--- src/rtl/clk_en_scheduler.sv ---
// Shared prescaler that hands out power-of-two clock-enable strobes.
// Rate updates issued while counting are deferred to the next wrap.
module clk_en_scheduler #(
   parameter int NUM_CH = 4,
   parameter int CNT_W  = 5
) (
   input  logic              clk,
   input  logic              rst,
   input  logic              run,
   input  logic              cfg_valid,
   output logic              cfg_ready,
   input  logic [2:0]        cfg_ch,
   input  logic [2:0]        cfg_sel,
   output logic [NUM_CH-1:0] tick,
   output logic              wrap,
   output logic              busy,
   output logic [CNT_W-1:0]  cnt_o
);

   typedef enum logic [1:0] {
      IDLE,
      RUN,
      STOP
   } state_e;

   localparam logic [2:0] SEL_MAX = 3'(CNT_W);

   state_e           state_q;
   logic [CNT_W-1:0] cnt_q;

   logic [2:0] sel_q [NUM_CH];
   logic [2:0] sel_d [NUM_CH];
   logic       pend_q, pend_d;
   logic       done_q, done_d;
   logic [2:0] pch_q, pch_d;
   logic [2:0] psel_q, psel_d;

   logic       active;
   logic       wrap_c;
   logic       xfer;
   logic [2:0] sel_clamp;

   assign active    = (state_q != IDLE);
   assign wrap_c    = active && (cnt_q == '1);
   assign sel_clamp = (cfg_sel > SEL_MAX) ? SEL_MAX : cfg_sel;
   assign xfer      = cfg_valid && cfg_ready;

   function automatic logic [CNT_W-1:0] mask_f(input logic [2:0] s);
      logic [CNT_W-1:0] m;
      for (int b = 0; b < CNT_W; b++) begin
         m[b] = (b < int'(s));
      end
      return m;
   endfunction

   always_ff @(posedge clk) begin
      if (rst) begin
         state_q <= IDLE;
         cnt_q   <= '0;
      end else begin
         unique case (state_q)
            IDLE: begin
               cnt_q <= '0;
               if (run) state_q <= RUN;
            end
            RUN: begin
               cnt_q <= cnt_q + CNT_W'(1);
               if (!run) state_q <= STOP;
            end
            STOP: begin
               if (run) begin
                  state_q <= RUN;
                  cnt_q   <= cnt_q + CNT_W'(1);
               end else if (cnt_q == '1) begin
                  state_q <= IDLE;
                  cnt_q   <= '0;
               end else begin
                  cnt_q <= cnt_q + CNT_W'(1);
               end
            end
            default: begin
               state_q <= IDLE;
               cnt_q   <= '0;
            end
         endcase
      end
   end

   // done_q holds cfg_ready low for one extra cycle after the wrap write
   always_comb begin
      pend_d = pend_q;
      done_d = 1'b0;
      pch_d  = pch_q;
      psel_d = psel_q;
      for (int i = 0; i < NUM_CH; i++) begin
         sel_d[i] = sel_q[i];
      end
      if (xfer && !active) begin
         for (int i = 0; i < NUM_CH; i++) begin
            if (cfg_ch == 3'(i)) sel_d[i] = sel_clamp;
         end
      end else if (xfer) begin
         pend_d = 1'b1;
         pch_d  = cfg_ch;
         psel_d = sel_clamp;
      end
      if (pend_q && wrap_c) begin
         for (int i = 0; i < NUM_CH; i++) begin
            if (pch_q == 3'(i)) sel_d[i] = psel_q;
         end
         pend_d = 1'b0;
         done_d = 1'b1;
      end
   end

   always_ff @(posedge clk) begin
      if (rst) begin
         pend_q <= 1'b0;
         done_q <= 1'b0;
         pch_q  <= '0;
         psel_q <= '0;
         for (int i = 0; i < NUM_CH; i++) begin
            sel_q[i] <= '0;
         end
      end else begin
         pend_q <= pend_d;
         done_q <= done_d;
         pch_q  <= pch_d;
         psel_q <= psel_d;
         for (int i = 0; i < NUM_CH; i++) begin
            sel_q[i] <= sel_d[i];
         end
      end
   end

   always_comb begin
      for (int i = 0; i < NUM_CH; i++) begin
         tick[i] = active && (sel_q[i] != 3'd0) &&
                   ((cnt_q & mask_f(sel_q[i])) == mask_f(sel_q[i]));
      end
   end

   assign cfg_ready = !pend_q && !done_q;
   assign wrap      = wrap_c;
   assign busy      = active;
   assign cnt_o     = cnt_q;

endmodule

--- config.mk ---
export PLATFORM = sky130hd
export DESIGN_NAME = clk_en_scheduler
export DESIGN_NICKNAME = d
export VERILOG_FILES = /design/src/rtl/clk_en_scheduler.sv
export SDC_FILE = /design/constraint.sdc
export NUM_CORES = 1
export LEC_CHECK = 0
export CAP_MARGIN = 20
export CORE_ASPECT_RATIO = 1.1
export CORE_UTILIZATION = 48
export DETAILED_ROUTE_END_ITERATION = 8
export PLACE_DENSITY = 0.83
export SKIP_CTS_REPAIR_TIMING = 1
export SLEW_MARGIN = 20
export SYNTH_ARGS = -nofsm -noshare
export SYNTH_HDL_FRONTEND = slang
export SYNTH_SLANG_ARGS = --single-unit
--- constraint.sdc ---
create_clock -name clk -period 2 [get_ports clk]
set_clock_uncertainty 0.2 [all_clocks]
set_input_delay 0.4 -clock clk [delete_from_list [all_inputs] [get_ports clk]]
set_output_delay 0.4 -clock clk [all_outputs]
set_load 0.01 [all_outputs]
==> run_1/congestion.png <==
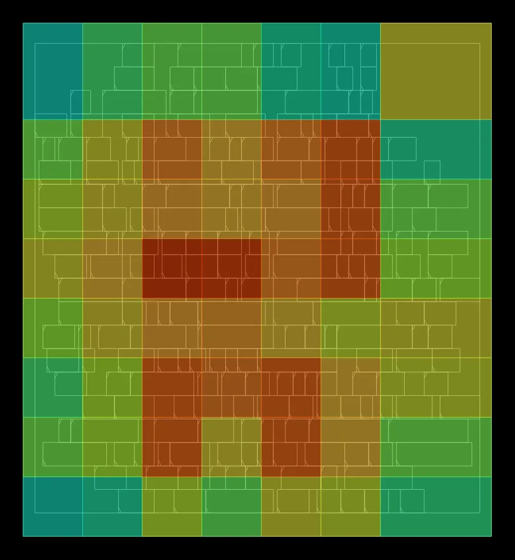
WL/cell: 15.9 um
GRT Total Usage: 0.258
M1 GR Usage: 0.307
peak-usage layer in the global routing report: met2
met2 GRT Util: 0.455

==> run_1/flops_by_reg.png <==
Scale: 4 px per um.
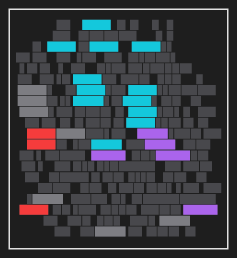
legend:
  `sel_q`:
    color: cyan
    placed_flops: 12
  `cnt_o`:
    color: purple
    placed_flops: 5
  `pch_q`:
    color: red
    placed_flops: 3
not colored: 7

==> run_1/io_placement.png <==
Scale: 4 px per um. Pins as bars across the die edge, other pins in gray.
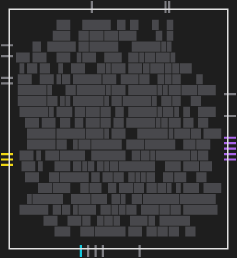
legend:
  `cfg_ch`:
    color: yellow
    pins: 3
    direction: input
    edge: left
  `cnt_o`:
    color: purple
    pins: 5
    direction: output
    edge: right
  `wrap`:
    color: cyan
    pins: 1
    direction: output
    edge: bottom
all pins by edge: 7 left, 7 right, 5 bottom, 3 top

## run 1: worst paths after layout
check	to	slack [ns]	cells past startpoint
hold reg to reg	pch_q[2]	0.31	2
hold / removal	pch_q[2]	0.31	2
setup reg to reg	sel_q[0][0]	-0.10	8
setup / recovery	tick[0]	-0.15	6
## run 1: final cells by class
| cell class | count | area [sq um] |
|---|---|---|
| clock buffers | 3 | 22.5 |
| clock inverters | 1 | 6.26 |
| fillers | 201 | 731 |
| inverters | 8 | 32.5 |
| multi-input cells | 127 | 975 |
| flip-flops and latches | 27 | 561 |
| well taps | 33 | 41.3 |
| repair buffers | 49 | 434 |
## run 1: registers in the layout (all words and copies together), names as in the netlist
| register | cells |
|---|---|
| cnt_o | 5 |
| state_q | 2 |
| done_q | 1 |
| pch_q | 3 |
| psel_q | 3 |
| sel_q | 12 |
| pend_q | 1 |
## run 1: cell families (layout without fill, tap and decap cells)
group / Yosys count / count (layout) / synth area share
AND-OR/OR-AND: 34 / 34 / 0.155
XOR/XNOR: 2 / 2 / 0.0122
adder cells (fa/ha/maj): 6 / 6 / 0.0521
buffers and inverters: 13 / 61 / 0.0365
flip-flops: 27 / 27 / 0.375
multiplexers: 18 / 18 / 0.125
AND/OR/NAND/NOR: 67 / 67 / 0.245
## run 1: layout by cell type, fill, tap and decap left out, drive strengths merged
cell type,count
a21o,2
xor2,1
nand2,7
o211a,1
nand3,5
xnor2,1
inv,8
and3,3
nand3b,3
ha,6
a211oi,8
dlymetal6s2s,4
nor3,2
o21ai,9
and4bb,1
and2,5
a21oi,5
clkinv,1
a221o,2
nor3b,2
o211ai,2
dfxtp,27
nand2b,3
buf,33
nand4b,1
nor2,26
and4,1
clkdlybuf4s50,11
o21a,1
mux2i,18
nor2b,6
o22ai,4
clkbuf,4
or3,1
or3b,1
## run 1: layer usage
metal | global-route usage | vias to the layer above | part of all wire | wire (um)
li1 | - | 691 | - | -
met1 | 0.307 | 688 | 0.42 | 1660
met2 | 0.455 | 41 | 0.52 | 2060
met3 | 0.0359 | 7 | 0.038 | 149
met4 | 0.0989 | 0 | 0.015 | 58
met5 | 0 | - | 0 | 0
## run 1: critical path, stage by stage, from the launching register on
cell	delay, ns
dfxtp_4	0.40
buf_4	0.12
buf_6	0.11
o21ai_0	0.08
a221o_1	0.30
nor2_1	0.08
buf_2	0.13
## run 1: synthesized netlist by cell type, types with 2 or more instances
cell      number  share of area
mux2i_1       18           0.12
o211ai_1       2          0.010
a21oi_1        5          0.017
o21ai_0        9          0.031
a221o_1        2          0.014
nor2_1        26          0.068
a211oi_1       8          0.042
dfxtp_1       27           0.38
inv_1          7          0.018
nand3b_1       3          0.016
a21o_1         2          0.010
and3_1         3          0.013
nor2b_1        6          0.026
nand3_1        5          0.017
nand2_1        7          0.018
o22ai_1        4          0.017
buf_2          3          0.010
nand2b_1       3          0.013
clkbuf_1       2         0.0052
and2_1         5          0.022
nor3_1         2         0.0069
ha_1           6          0.052
==> impl_metrics.env, run 1 <==
# yosys + openroad results
export IMPL_edf_count=0
export IMPL_tns_ns=-0.721
export IMPL_globalplace_congestion=0.809
export IMPL_setup_viol=10
export IMPL_cts_tree="built"
export IMPL_numSynthFlops=27
export IMPL_dpl_worst_slack_ns=-0.283
export IMPL_tightest_slew_ns=0.316
export IMPL_postPlaceCellArea_sq_mm=0.00189
export IMPL_cp_end_kind="output port"
export IMPL_drt_iter0_markers=59
export IMPL_synth_chip_area_sq_mm=0.00144
export IMPL_yosysWarnings=0
export IMPL_num_rows=20
export IMPL_timing_final_ws_setup_ns=-0.148
export IMPL_syn_to_final_growth_pct=43.8
export IMPL_avgSynthCellArea_sq_um=8.63
export IMPL_flop_cell="dfxtp_1"
export IMPL_run_status="finished with violations"
export IMPL_port_buffers=21
export IMPL_hpwl_um=2800
export IMPL_grt_overflow=0
export IMPL_ys_cells=167
export IMPL_crit_type="reg -> out"
export IMPL_final_cells=248
export IMPL_cts_sinks=27
export IMPL_cts_path_max_buffers=2
export IMPL_maxCapViolCount=0
export IMPL_power_density_mw_per_mm2=483
export IMPL_yosysUniqueCellTypes=34
export IMPL_slew_viol_final=0
export IMPL_crit_path_start_kind="flop"
export IMPL_critPathArrivalTime_ns=1.55
export IMPL_p_seq_uw=565
export IMPL_leakage_uw=0.000956
export IMPL_rsz0062_at_grt="yes"
export IMPL_r2r_start="cnt_o[1]"
export IMPL_worstHoldStart="pch_q[2]"
export IMPL_htree_levels=1
export IMPL_power_group_top="registers"
export IMPL_p_comb_uw=182
export IMPL_final_core_util=0.739
export IMPL_drc=0
export IMPL_failed_checks="setup timing"
==> run_1/io_fan.png <==
Scale: 6 px per um.
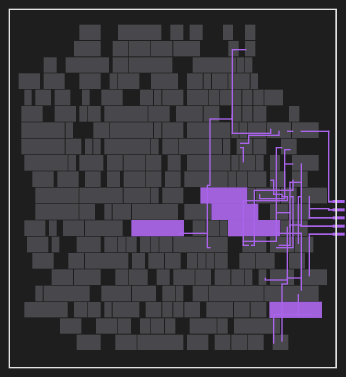

==> run 1 -> run 2 <==
--- a/config.mk
+++ b/config.mk
@@ -5,11 +5,11 @@
 export SDC_FILE = /design/constraint.sdc
 export NUM_CORES = 1
 export LEC_CHECK = 0
-export CAP_MARGIN = 20
+export CAP_MARGIN = 10
 export CORE_ASPECT_RATIO = 1.1
 export CORE_UTILIZATION = 48
 export DETAILED_ROUTE_END_ITERATION = 8
-export PLACE_DENSITY = 0.83
+export PLACE_DENSITY = 0.75
 export SKIP_CTS_REPAIR_TIMING = 1
 export SLEW_MARGIN = 20
 export SYNTH_ARGS = -nofsm -noshare
==> run_2/io_fan.png <==
Scale: 6 px per um.
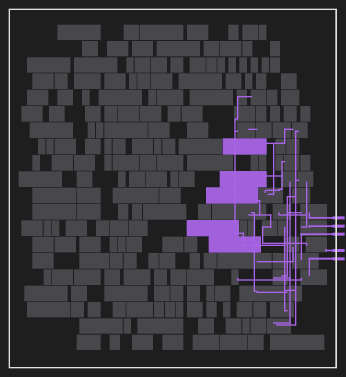
legend:
  `cnt_o`:
    color: purple
    bits: 5
    direction: output
    end_cells: 5
    buffers: 11
    wire: 263 um

==> run_2/flops_by_reg.png <==
Scale: 4 px per um.
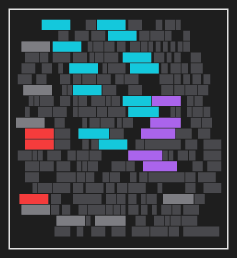
legend:
  `pch_q`:
    color: red
    placed_flops: 3
  `cnt_o`:
    color: purple
    placed_flops: 5
  `sel_q`:
    color: cyan
    placed_flops: 12

==> run 2 against run 1 <==
Net effect:
- the flow still finishes with violations (setup timing)
- area after synthesis unchanged
- sequential cell count stayed put
- sequential share of layout area increased by 0.48 points
- non-clock buffer count fell by 2
- count of clock-buffer cells in the layout rose by 1
- core utilization fell by 1.6 points
- first-iteration DRC count shrank 32%
- design area is 2.2% lower
- synthesized cell count stayed put
- fmax is 0.87% higher
==> impl_metrics.env, run 2 <==
# yosys + openroad results
export IMPL_regMostFlops="sel_q"
export IMPL_numSynthFlops=27
export IMPL_wire_per_inst_um=15.0
export IMPL_run_status="finished with violations"
export IMPL_maxCapViolCount=0
export IMPL_failed_checks="setup timing"
export IMPL_top_area_cell="dfxtp_1"
export IMPL_regToRegEndpoint="sel_q[0][2]"
export IMPL_final_core_util=0.723
export IMPL_critical_path_max_stage_delay_ns=0.40
export IMPL_cp_end_kind="output port"
export IMPL_flop_area_sq_um=558
export IMPL_cts_tree="built"
export IMPL_num_rows=20
export IMPL_tightest_slew_ns=0.295
export IMPL_ys_cells=167
export IMPL_cts_path_max_buffers=2
export IMPL_hpwl_um=2680
export IMPL_htree_levels=1
export IMPL_power_density_mw_per_mm2=485
export IMPL_timing_final_ws_setup_ns=-0.130
export IMPL_worstHoldStart="pch_q[2]"
export IMPL_crit_path_start_kind="flop"
export IMPL_leakage_uw=0.000937
export IMPL_yosysUniqueCellTypes=34
export IMPL_critPathArrivalTime_ns=1.53
export IMPL_comb_area_sq_um=958
export IMPL_setup_viol=6
export IMPL_reg2reg_depth=7
[run 2: netlist changes by cell type in the layout (fill, tap and decap cells not counted), sizes merged]
cell	previous run	this run
clkbuf	4	5
inv	8	7
dlymetal6s2s	4	5
clkdlybuf4s50	11	10
buf	33	31
[run 2: power by group through the flow]
stage,clock network (uW),registers [uW],logic [uW]
floorplan,0,573,84.7
global placement,0,573,155
detailed placement,0,575,161
CTS,246,563,162
global route,272,566,194
finish,242,564,178
[run 2: final cells by class]
class / count / share of cell area
multi-input cells: 127 / 0.473
flip-flops and latches: 27 / 0.275
repair buffers: 47 / 0.202
well taps: 33 / 0.0204
inverters: 8 / 0.0160
clock buffers: 4 / 0.0130
[run 2: worst max path at each step]
stage	end	slack, ns	cells after the start
finish	tick[2]	-0.13	5
detailed placement	tick[2]	-0.26	5
global route	tick[0]	-0.21	5
global placement	tick[0]	-0.22	5
floorplan	sel_q[0][1]	0.007	8
CTS	tick[2]	-0.64	5
[run 2: through the flow]
step / setup TNS [ns] / area, sq um / cells / total power, uW / worst slack (ns)
after detailed placement: -2.08 / 1880 / 239 / 735 / -0.255
final: -0.350 / 2030 / 246 / 984 / -0.130
after global placement: -1.35 / 1880 / 239 / 729 / -0.224
after global routing: -1.33 / 2030 / 246 / 1030 / -0.215
after CTS: -3.52 / 1910 / 243 / 971 / -0.640
after floorplan: 0 / 1470 / 167 / 658 / 0.00661
[run 2: cell families (layout without fill, tap and decap cells)]
group | after synthesis | count (layout) | synth area share
AND-OR/OR-AND | 34 | 34 | 0.155
XOR/XNOR | 2 | 2 | 0.0122
adder cells (fa/ha/maj) | 6 | 6 | 0.0521
buffers and inverters | 13 | 59 | 0.0365
flip-flops | 27 | 27 | 0.375
multiplexers | 18 | 18 | 0.125
AND/OR/NAND/NOR | 67 | 67 | 0.245
[run 2: per-layer routing]
layer	global-route usage	wire length (um)	vias up
met5	0	0	-
met4	0.103	60	0
met3	0.0282	161	7
met2	0.408	1880	42
met1	0.322	1590	643
li1	-	-	686
[run 2: worst min-delay path, stage by stage, from the launching register on]
cell and delay [ns]:
dfxtp_1 0.35, mux2i_1 0.06, nor2_1 0.07
==> run 2 -> run 3 <==
--- a/config.mk
+++ b/config.mk
@@ -5,7 +5,6 @@
 export SDC_FILE = /design/constraint.sdc
 export NUM_CORES = 1
 export LEC_CHECK = 0
-export CAP_MARGIN = 10
 export CORE_ASPECT_RATIO = 1.1
 export CORE_UTILIZATION = 48
 export DETAILED_ROUTE_END_ITERATION = 8
==> run_3/io_fan.png <==
Scale: 6 px per um.
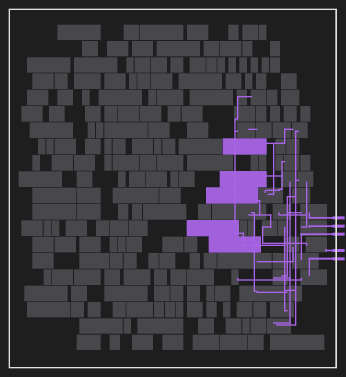
IO Count: 22
Port Buffers: 21

==> run 3 against run 2 <==
Net effect:
- the flow still finishes with violations (setup timing)
- highest routed layer unchanged
- core utilization unchanged
- setup slack unchanged
- count of clock-buffer cells in the layout did not move
- largest power group unchanged
- fmax unchanged
- non-clock buffer count unchanged
==> impl_metrics.env, run 3 <==
# yosys + openroad results
export IMPL_cp_end_kind="output port"
export IMPL_crit_path_start_kind="flop"
export IMPL_dr_max_layer_used="met4"
export IMPL_failed_checks="setup timing"
export IMPL_critPathArrivalTime_ns=1.53
export IMPL_num_rows=20
export IMPL_setup_viol=6
export IMPL_final_cells=246
export IMPL_numSynthFlops=27
export IMPL_run_status="finished with violations"
export IMPL_tns_ns=-0.350
export IMPL_dpl_cell_count=239
export IMPL_wl_met1_um=1590
export IMPL_hpwl_um=2680
export IMPL_ys_cells=167
export IMPL_htree_levels=1
export IMPL_tightest_slew_ns=0.295
export IMPL_maxCapViolCount=0
export IMPL_power_uw=984
export IMPL_dr_wl_met3_um=161
export IMPL_timing_final_ws_setup_ns=-0.130
export IMPL_cts_tree="built"
export IMPL_yosysUniqueCellTypes=34
==> run_3/wires.png <==
Scale: 6 px per um.
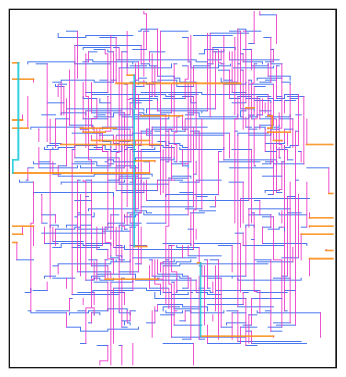
legend:
  metal 4:
    color: cyan
    wire_length: 60.1 um
  metal 1:
    color: blue
    wire_length: 1590 um
  metal 2:
    color: magenta
    wire_length: 1880 um
  metal 3:
    color: orange
    wire_length: 161 um

## run 3: cell counts after synthesis
Identical to the previous run, type by type.
## run 3: cell type report
type,instances,area [sq um],share of cell area
multi-input combinational,127,958,0.473
sequential,27,558,0.275
clock buffer,4,26.3,0.0130
tap,33,41.3,0.0204
timing repair buffer,47,410,0.202
inverter,8,32.5,0.0160
## run 3: cell families (layout without fill, tap and decap cells)
kind of cell	count (synthesis)	in the layout	synth area share
and+or+nand+nor	67	67	0.245
AOI/OAI and AO/OA	34	34	0.155
DFF	27	27	0.375
muxes	18	18	0.125
buffers and inverters	13	59	0.0365
adders and majority gates	6	6	0.0521
xor gates and xnor gates	2	2	0.0122
## run 3: path summary, 6_finish.rpt
kind | startpoint | endpoint | depth (start not counted)
setup / recovery | cnt_o[1] | tick[2] | 5
hold / removal | pch_q[2] | pch_q[2] | 2
setup reg to reg | cnt_o[1] | sel_q[0][2] | 7
hold reg to reg | pch_q[2] | pch_q[2] | 2
## run 3: worst max-delay path: stages, from the launching register on
cell and delay, ns:
dfxtp_4 0.40, and3_4 0.20, o21ai_1 0.07, a221o_1 0.31, nor2_1 0.08, buf_2 0.13
## run 3: where the power goes
group	total, uW	internal (uW)	leakage [uW]	switching [uW]
clock network	242	78.5	0.0000150	164
logic	178	94.2	0.000699	83.5
registers	564	549	0.000223	14.2
## run 3: layer usage
metal,vias to the layer above,track usage
met2,42,0.408
met4,0,0.103
met1,643,0.322
met5,-,0
li1,686,-
met3,7,0.0282
## run 3: through the flow
stage / cell area, sq um / utilization / setup WS, ns / hold slack, ns
final: 2030 / 0.723 / -0.130 / 0.299
after global routing: 2030 / 0.723 / -0.215 / 0.376
after CTS: 1910 / 0.680 / -0.640 / 0.310
after detailed placement: 1880 / 0.671 / -0.255 / 0.277
after global placement: 1880 / 0.671 / -0.224 / 0.274
after floorplan: 1470 / - / 0.00661 / 0.252
Power figures rest on the tool's default switching activity, not on a simulated workload.
